**src/rtl/riscv_lsu_if.sv**
```systemverilog
// Bundle of every riscv_lsu signal apart from clock and reset.
// master: the LSU's own view. It drives the memory request and writeback/error outputs,
//         and consumes the instruction offer and the memory response.
// slave:  the surrounding pipeline/memory view, with every direction mirrored.
interface riscv_lsu_if;
  logic        instr_valid;
  logic        instr_ready;
  logic [31:0] instr;
  logic [31:0] rs1_data;
  logic [31:0] rs2_data;
  logic        mem_req_valid;
  logic        mem_req_ready;
  logic [31:0] mem_req_addr;
  logic [31:0] mem_req_wdata;
  logic        mem_req_we;
  logic [2:0]  mem_req_size;
  logic        mem_rsp_valid;
  logic [31:0] mem_rsp_rdata;
  logic        wb_valid;
  logic [4:0]  wb_rd;
  logic [31:0] wb_data;
  logic        misalign_err;
  logic        illegal_err;
  logic        timeout_err;

  modport master (
    input  instr_valid, instr, rs1_data, rs2_data, mem_req_ready, mem_rsp_valid, mem_rsp_rdata,
    output instr_ready, mem_req_valid, mem_req_addr, mem_req_wdata, mem_req_we, mem_req_size,
           wb_valid, wb_rd, wb_data, misalign_err, illegal_err, timeout_err
  );

  modport slave (
    output instr_valid, instr, rs1_data, rs2_data, mem_req_ready, mem_rsp_valid, mem_rsp_rdata,
    input  instr_ready, mem_req_valid, mem_req_addr, mem_req_wdata, mem_req_we, mem_req_size,
           wb_valid, wb_rd, wb_data, misalign_err, illegal_err, timeout_err
  );
endinterface

```
**src/rtl/riscv_lsu.sv**
```systemverilog
// RV32 load/store unit for LW/SW only.
// It accepts one instruction, issues one word-sized memory request, and for loads
// returns the data as a single writeback pulse.
// Optional feature macro: LSU_TIMEOUT_EN.
//   Defined:   a load waiting longer than TIMEOUT_CYCLES for its response is aborted
//              with a timeout_err pulse.
//   Undefined: the LSU waits for the response indefinitely and timeout_err is tied 0.
module riscv_lsu #(
  parameter int XLEN           = 32,
  parameter int TIMEOUT_CYCLES = 64
) (
  input  logic         clk,
  input  logic         rst_n,
  riscv_lsu_if.master  lsu
);

  if (XLEN != 32) begin : g_bad_xlen
    $error("riscv_lsu supports only XLEN=32");
  end
  if (TIMEOUT_CYCLES < 1) begin : g_bad_timeout
    $error("riscv_lsu needs TIMEOUT_CYCLES >= 1");
  end

  typedef enum logic [1:0] {IDLE = 2'd0, REQ = 2'd1, WAIT_RSP = 2'd2, WB = 2'd3} state_e;

  state_e            state_q, state_d;
  logic [XLEN-1:0]   addr_q, addr_d;
  logic [XLEN-1:0]   wdata_q, wdata_d;
  logic [XLEN-1:0]   wb_data_q, wb_data_d;
  logic [4:0]        rd_q, rd_d;
  logic              we_q, we_d;
  logic              instr_ready_q, instr_ready_d;
  logic              req_valid_q, req_valid_d;
  logic              wb_valid_q, wb_valid_d;
  logic              illegal_q, illegal_d;
  logic              misalign_q, misalign_d;
  logic              timeout_q, timeout_d;

`ifdef LSU_TIMEOUT_EN
  localparam int CW = $clog2(TIMEOUT_CYCLES + 1);
  logic [CW-1:0]     cnt_q, cnt_d;
`endif

  // Decode fields; bits [19:15] (rs1 index) are not needed because rs1 arrives already read.
  logic [6:0]        opcode_s;
  logic [2:0]        funct3_s;
  logic              is_lw_s, is_sw_s;
  logic [XLEN-1:0]   imm_i_s, imm_s_s, ea_s;
  logic              unused_ok;

  assign opcode_s  = lsu.instr[6:0];
  assign funct3_s  = lsu.instr[14:12];
  assign is_lw_s   = (opcode_s == 7'b0000011) && (funct3_s == 3'b010);
  assign is_sw_s   = (opcode_s == 7'b0100011) && (funct3_s == 3'b010);
  assign imm_i_s   = {{20{lsu.instr[31]}}, lsu.instr[31:20]};
  assign imm_s_s   = {{20{lsu.instr[31]}}, lsu.instr[31:25], lsu.instr[11:7]};
  assign ea_s      = lsu.rs1_data + (is_sw_s ? imm_s_s : imm_i_s);
  assign unused_ok = &{1'b0, lsu.instr[19:15]};

  // Next-state and next-output logic; all outputs come straight from flops.
  always_comb begin
    state_d    = state_q;
    addr_d     = addr_q;
    wdata_d    = wdata_q;
    we_d       = we_q;
    rd_d       = rd_q;
    wb_data_d  = wb_data_q;
    wb_valid_d = 1'b0;
    illegal_d  = 1'b0;
    misalign_d = 1'b0;
    timeout_d  = 1'b0;
`ifdef LSU_TIMEOUT_EN
    cnt_d      = cnt_q;
`endif
    case (state_q)
      IDLE: begin
        if (lsu.instr_valid) begin
          if (!(is_lw_s || is_sw_s)) begin
            illegal_d = 1'b1;
          end else if (ea_s[1:0] != 2'b00) begin
            misalign_d = 1'b1;
          end else begin
            addr_d  = ea_s;
            wdata_d = is_sw_s ? lsu.rs2_data : 32'h0000_0000;
            we_d    = is_sw_s;
            rd_d    = is_sw_s ? 5'd0 : lsu.instr[11:7];
            state_d = REQ;
          end
        end else begin
          state_d = IDLE;
        end
      end
      REQ: begin
        if (lsu.mem_req_ready) begin
          state_d = we_q ? IDLE : WAIT_RSP;
`ifdef LSU_TIMEOUT_EN
          cnt_d   = '0;
`endif
        end else begin
          state_d = REQ;
        end
      end
      WAIT_RSP: begin
        // A response on the expiry cycle is checked first, so it wins over the timeout.
        if (lsu.mem_rsp_valid) begin
          wb_data_d  = lsu.mem_rsp_rdata;
          wb_valid_d = (rd_q != 5'd0);
          state_d    = WB;
        end else begin
`ifdef LSU_TIMEOUT_EN
          if (cnt_q == CW'(TIMEOUT_CYCLES - 1)) begin
            timeout_d = 1'b1;
            state_d   = IDLE;
          end else begin
            cnt_d     = cnt_q + CW'(1);
          end
`else
          state_d = WAIT_RSP;
`endif
        end
      end
      WB: begin
        state_d = IDLE;
      end
      default: begin
        state_d = IDLE;
      end
    endcase
    instr_ready_d = (state_d == IDLE);
    req_valid_d   = (state_d == REQ);
  end

  // State and output registers; reset leaves the unit idle and ready.
  always_ff @(posedge clk or negedge rst_n) begin
    if (!rst_n) begin
      state_q       <= IDLE;
      addr_q        <= 32'h0000_0000;
      wdata_q       <= 32'h0000_0000;
      we_q          <= 1'b0;
      rd_q          <= 5'd0;
      wb_data_q     <= 32'h0000_0000;
      wb_valid_q    <= 1'b0;
      instr_ready_q <= 1'b1;
      req_valid_q   <= 1'b0;
      illegal_q     <= 1'b0;
      misalign_q    <= 1'b0;
      timeout_q     <= 1'b0;
    end else begin
      state_q       <= state_d;
      addr_q        <= addr_d;
      wdata_q       <= wdata_d;
      we_q          <= we_d;
      rd_q          <= rd_d;
      wb_data_q     <= wb_data_d;
      wb_valid_q    <= wb_valid_d;
      instr_ready_q <= instr_ready_d;
      req_valid_q   <= req_valid_d;
      illegal_q     <= illegal_d;
      misalign_q    <= misalign_d;
      timeout_q     <= timeout_d;
    end
  end

`ifdef LSU_TIMEOUT_EN
  // Response-wait counter, cleared on entry to WAIT_RSP.
  always_ff @(posedge clk or negedge rst_n) begin
    if (!rst_n) begin
      cnt_q <= '0;
    end else begin
      cnt_q <= cnt_d;
    end
  end
`endif

  assign lsu.instr_ready   = instr_ready_q;
  assign lsu.mem_req_valid = req_valid_q;
  assign lsu.mem_req_addr  = addr_q;
  assign lsu.mem_req_wdata = wdata_q;
  assign lsu.mem_req_we    = we_q;
  assign lsu.mem_req_size  = 3'b010;
  assign lsu.wb_valid      = wb_valid_q;
  assign lsu.wb_rd         = rd_q;
  assign lsu.wb_data       = wb_data_q;
  assign lsu.illegal_err   = illegal_q;
  assign lsu.misalign_err  = misalign_q;
  assign lsu.timeout_err   = timeout_q;

endmodule

```
**src/flat_wrapper.sv**
```systemverilog
// flat-port wrapper written by rule: the top's interface ports become plain ports
module riscv_lsu_flat 
#(
  parameter int XLEN           = 32,
  parameter int TIMEOUT_CYCLES = 64
)
  (clk, rst_n, lsu_instr_valid, lsu_instr, lsu_rs1_data, lsu_rs2_data, lsu_mem_req_ready, lsu_mem_rsp_valid, lsu_mem_rsp_rdata, lsu_instr_ready, lsu_mem_req_valid, lsu_mem_req_addr, lsu_mem_req_wdata, lsu_mem_req_we, lsu_mem_req_size, lsu_wb_valid, lsu_wb_rd, lsu_wb_data, lsu_misalign_err, lsu_illegal_err, lsu_timeout_err);
  riscv_lsu_if lsu_i ();
  input  logic clk;
  input  logic rst_n;
  input wire logic [$bits(lsu_i.instr_valid)-1:0] lsu_instr_valid;
  input wire logic [$bits(lsu_i.instr)-1:0] lsu_instr;
  input wire logic [$bits(lsu_i.rs1_data)-1:0] lsu_rs1_data;
  input wire logic [$bits(lsu_i.rs2_data)-1:0] lsu_rs2_data;
  input wire logic [$bits(lsu_i.mem_req_ready)-1:0] lsu_mem_req_ready;
  input wire logic [$bits(lsu_i.mem_rsp_valid)-1:0] lsu_mem_rsp_valid;
  input wire logic [$bits(lsu_i.mem_rsp_rdata)-1:0] lsu_mem_rsp_rdata;
  output wire logic [$bits(lsu_i.instr_ready)-1:0] lsu_instr_ready;
  output wire logic [$bits(lsu_i.mem_req_valid)-1:0] lsu_mem_req_valid;
  output wire logic [$bits(lsu_i.mem_req_addr)-1:0] lsu_mem_req_addr;
  output wire logic [$bits(lsu_i.mem_req_wdata)-1:0] lsu_mem_req_wdata;
  output wire logic [$bits(lsu_i.mem_req_we)-1:0] lsu_mem_req_we;
  output wire logic [$bits(lsu_i.mem_req_size)-1:0] lsu_mem_req_size;
  output wire logic [$bits(lsu_i.wb_valid)-1:0] lsu_wb_valid;
  output wire logic [$bits(lsu_i.wb_rd)-1:0] lsu_wb_rd;
  output wire logic [$bits(lsu_i.wb_data)-1:0] lsu_wb_data;
  output wire logic [$bits(lsu_i.misalign_err)-1:0] lsu_misalign_err;
  output wire logic [$bits(lsu_i.illegal_err)-1:0] lsu_illegal_err;
  output wire logic [$bits(lsu_i.timeout_err)-1:0] lsu_timeout_err;
  assign lsu_i.instr_valid = lsu_instr_valid;
  assign lsu_i.instr = lsu_instr;
  assign lsu_i.rs1_data = lsu_rs1_data;
  assign lsu_i.rs2_data = lsu_rs2_data;
  assign lsu_i.mem_req_ready = lsu_mem_req_ready;
  assign lsu_i.mem_rsp_valid = lsu_mem_rsp_valid;
  assign lsu_i.mem_rsp_rdata = lsu_mem_rsp_rdata;
  assign lsu_instr_ready = lsu_i.instr_ready;
  assign lsu_mem_req_valid = lsu_i.mem_req_valid;
  assign lsu_mem_req_addr = lsu_i.mem_req_addr;
  assign lsu_mem_req_wdata = lsu_i.mem_req_wdata;
  assign lsu_mem_req_we = lsu_i.mem_req_we;
  assign lsu_mem_req_size = lsu_i.mem_req_size;
  assign lsu_wb_valid = lsu_i.wb_valid;
  assign lsu_wb_rd = lsu_i.wb_rd;
  assign lsu_wb_data = lsu_i.wb_data;
  assign lsu_misalign_err = lsu_i.misalign_err;
  assign lsu_illegal_err = lsu_i.illegal_err;
  assign lsu_timeout_err = lsu_i.timeout_err;
  riscv_lsu #(.XLEN(XLEN), .TIMEOUT_CYCLES(TIMEOUT_CYCLES)) u_core (.clk(clk), .rst_n(rst_n), .lsu(lsu_i));
endmodule
```
**config.mk**
```make
export PLATFORM = sky130hd
export DESIGN_NAME = riscv_lsu_flat
export DESIGN_NICKNAME = d
export VERILOG_FILES = /design/src/rtl/riscv_lsu_if.sv /design/src/rtl/riscv_lsu.sv /design/src/flat_wrapper.sv
export SDC_FILE = /design/constraint.sdc
export NUM_CORES = 1
export LEC_CHECK = 0
export ABC_AREA = 0
export CORE_ASPECT_RATIO = 0.75
export CORE_UTILIZATION = 41
export CTS_CLUSTER_SIZE = 25
export DETAILED_ROUTE_END_ITERATION = 8
export DONT_BUFFER_PORTS = 1
export GPL_ROUTABILITY_DRIVEN = 0
export GPL_TIMING_DRIVEN = 0
export MAX_ROUTING_LAYER = met4
export PLACE_DENSITY = 0.6
export SYNTH_ARGS = -nofsm -noshare
export SYNTH_HDL_FRONTEND = slang
export SYNTH_SLANG_ARGS = --single-unit
```
**constraint.sdc**
```tcl
create_clock -name clk -period 1.9 [get_ports clk]
set_clock_uncertainty 0.2 [all_clocks]
set_input_delay 0.19 -clock clk [delete_from_list [all_inputs] [get_ports clk]]
set_output_delay 0.19 -clock clk [all_outputs]
set_load 0.02 [all_outputs]
```
**Clock wires, drivers and flops**

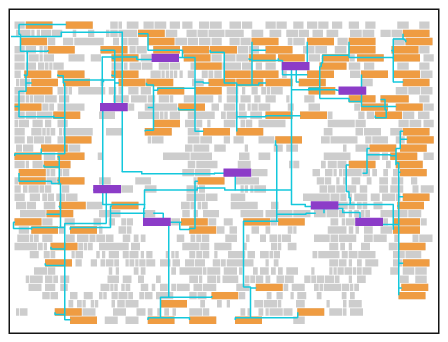
Key: flip-flops = orange [count 109]; clock wires = cyan [length 1430 microns]; cells driving clock nets = purple [count 9]
Position of the flops: widely spread. There are 10 routed clock nets.

**Cells by drive strength**

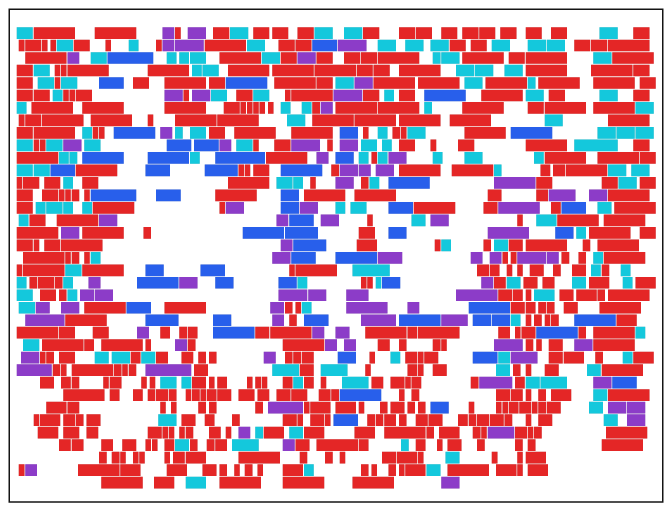
Key: drive 6 and up = blue [cells 56]; drive 3 to 4 = purple [cells 84]; drive 1 or less = red [cells 503]; drive 2 = cyan [cells 142]

==> out/metrics.cfg <==
[outcome]
status = finished, violations left
violations = hold timing, setup timing

[clocking]
cts-root-buf = clkbuf_16
insertion_delay_ps = 360
cts.htree.levels = 3
cts_tree = built
post_cts_buffers = 27
holdBufCountCts = 74
clockBufferDepth = 2
clkSlewWorstSetupHoldPaths_ps = 80
cts_sinks = 109

[grt]
use_met3_pct = 6.43
grt_max_degree = 110
use_met1_pct = 33.4
antenna_found_initial = 0
grt_overflow = 0

[power]
p_leak_uw = 0.00402
power-top-group = registers
clkPwrFrac_pct = 27.8
netSwitchingPower_uw = 2440
seq_cell_power_uw = 3500
pwr-share-comb_pct = 22.5
p_per_area_mw_per_mm2 = 784
p_int_uw = 4590
p_comb_uw = 1580

[floorplan]
nWellTaps = 195
die_h_microns = 107
rows = 37
fp.coreArea_sq_mm = 0.0140
die_w_microns = 142
die_area_sq_mm = 0.0152

[critical_path]
critPathLaunchType = input pin
r2r-end = u_core.lsu.mem_req_addr[29]
crit_path_end = u_core.lsu.mem_req_addr[23]
path_class = input pin to flop
path_max_fanout = 6
critPathTopFamily = simple AND/OR/NAND/NOR gates
crit_chain = nor4b_4, nand3_2, nor4_4, buf_4, nand2_4, buf_8, nand2_2, nand2_4, ha_4, a21o_1, a21oi_2, a211o_1, a211o_1, and2_4, or4_1, nand3_1
rr_worst_depth = 4
cp_slowest_cell = or4_1
rrSetupSlack_ps = -290

[synthesis]
synth_flops = 109
netlist_instances = 648
xor_share_pct = 3.63
yosys.area.top_type = dfrtp_1
ys_area_sq_mm = 0.00603
yosys_warnings = 0
synthTopLogicFamily = simple AND/OR/NAND/NOR gates
ys_sh_aoi_pct = 13.9
synthAdderAreaFrac_pct = 6.97
syn_area_sq_mm = 0.00603
yosysMostFrequentCell = nand2_1
edf_count = 0
yosys-mux-area-fraction_pct = 6.31

[placement]
dp_slack_ps = -2150
dpl.cell_count = 845
placed_cell_area_sq_mm = 0.00640

[timing]
timing.setup.tns_ps = -85260
setup_viol = 74
min_period_ps = 3290
hold_viol = 110
slew_violations = 0
timing.hold.ws_ps = -676
final.setup.worst_slack_ps = -1390

[layout]
regArea_sq_mm = 0.00273
post_route_cells_drive_above_1_share_pct = 35.9
instances_no_fill = 980
largest_cell_class = logic gates
logic_area_sq_mm = 0.00394
clkbuf_count = 10
buffer_area_share_pct = 19.2
seq_area_share_pct = 30.4
fillers = 1091
area_growth_pct = 48.9
num-nonclk-buffers = 158
final_util_pct = 64.0
most-common-layout-cells = dfrtp_1 (108), dlygate4sd3_1 (74), nand2_1 (72)

[worst_hold_path]
hp-class = input pin to asynchronous set/reset pin

[routing]
via_per_inst = 5.56
wl_met2_mm = 9.60
drt-initial-drc-count = 262

[job]
openroad.warnings = 39

**Cell classes on the final placement**

Scale bar: 50 microns.
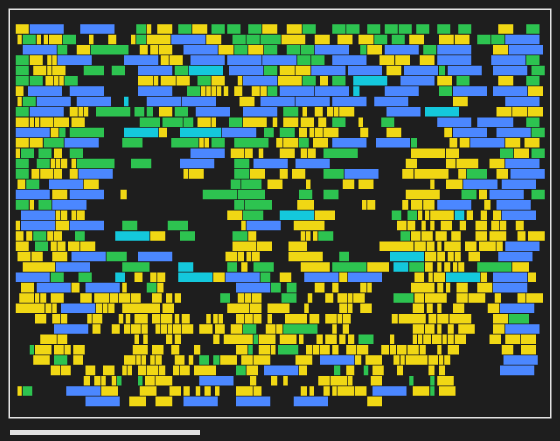
Key: clock drivers and dummy loads = cyan [cells 16]; all other logic = yellow [cells 502]; other buffers and delay cells = green [cells 158]; flip-flops = blue [cells 109]

**Signal wires on met1**

Supply wires on this layer in gray. Cells faint in the background.
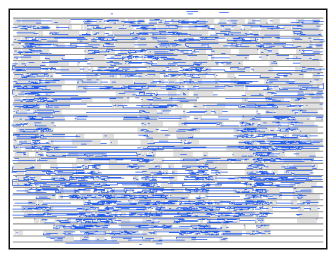
864 nets have wire on it. The layer holds 43% of the routed length. The wires run mostly horizontal. The longest straight run is 49.2 microns.

Power figures rest on the tool's default switching activity, not on a simulated workload.
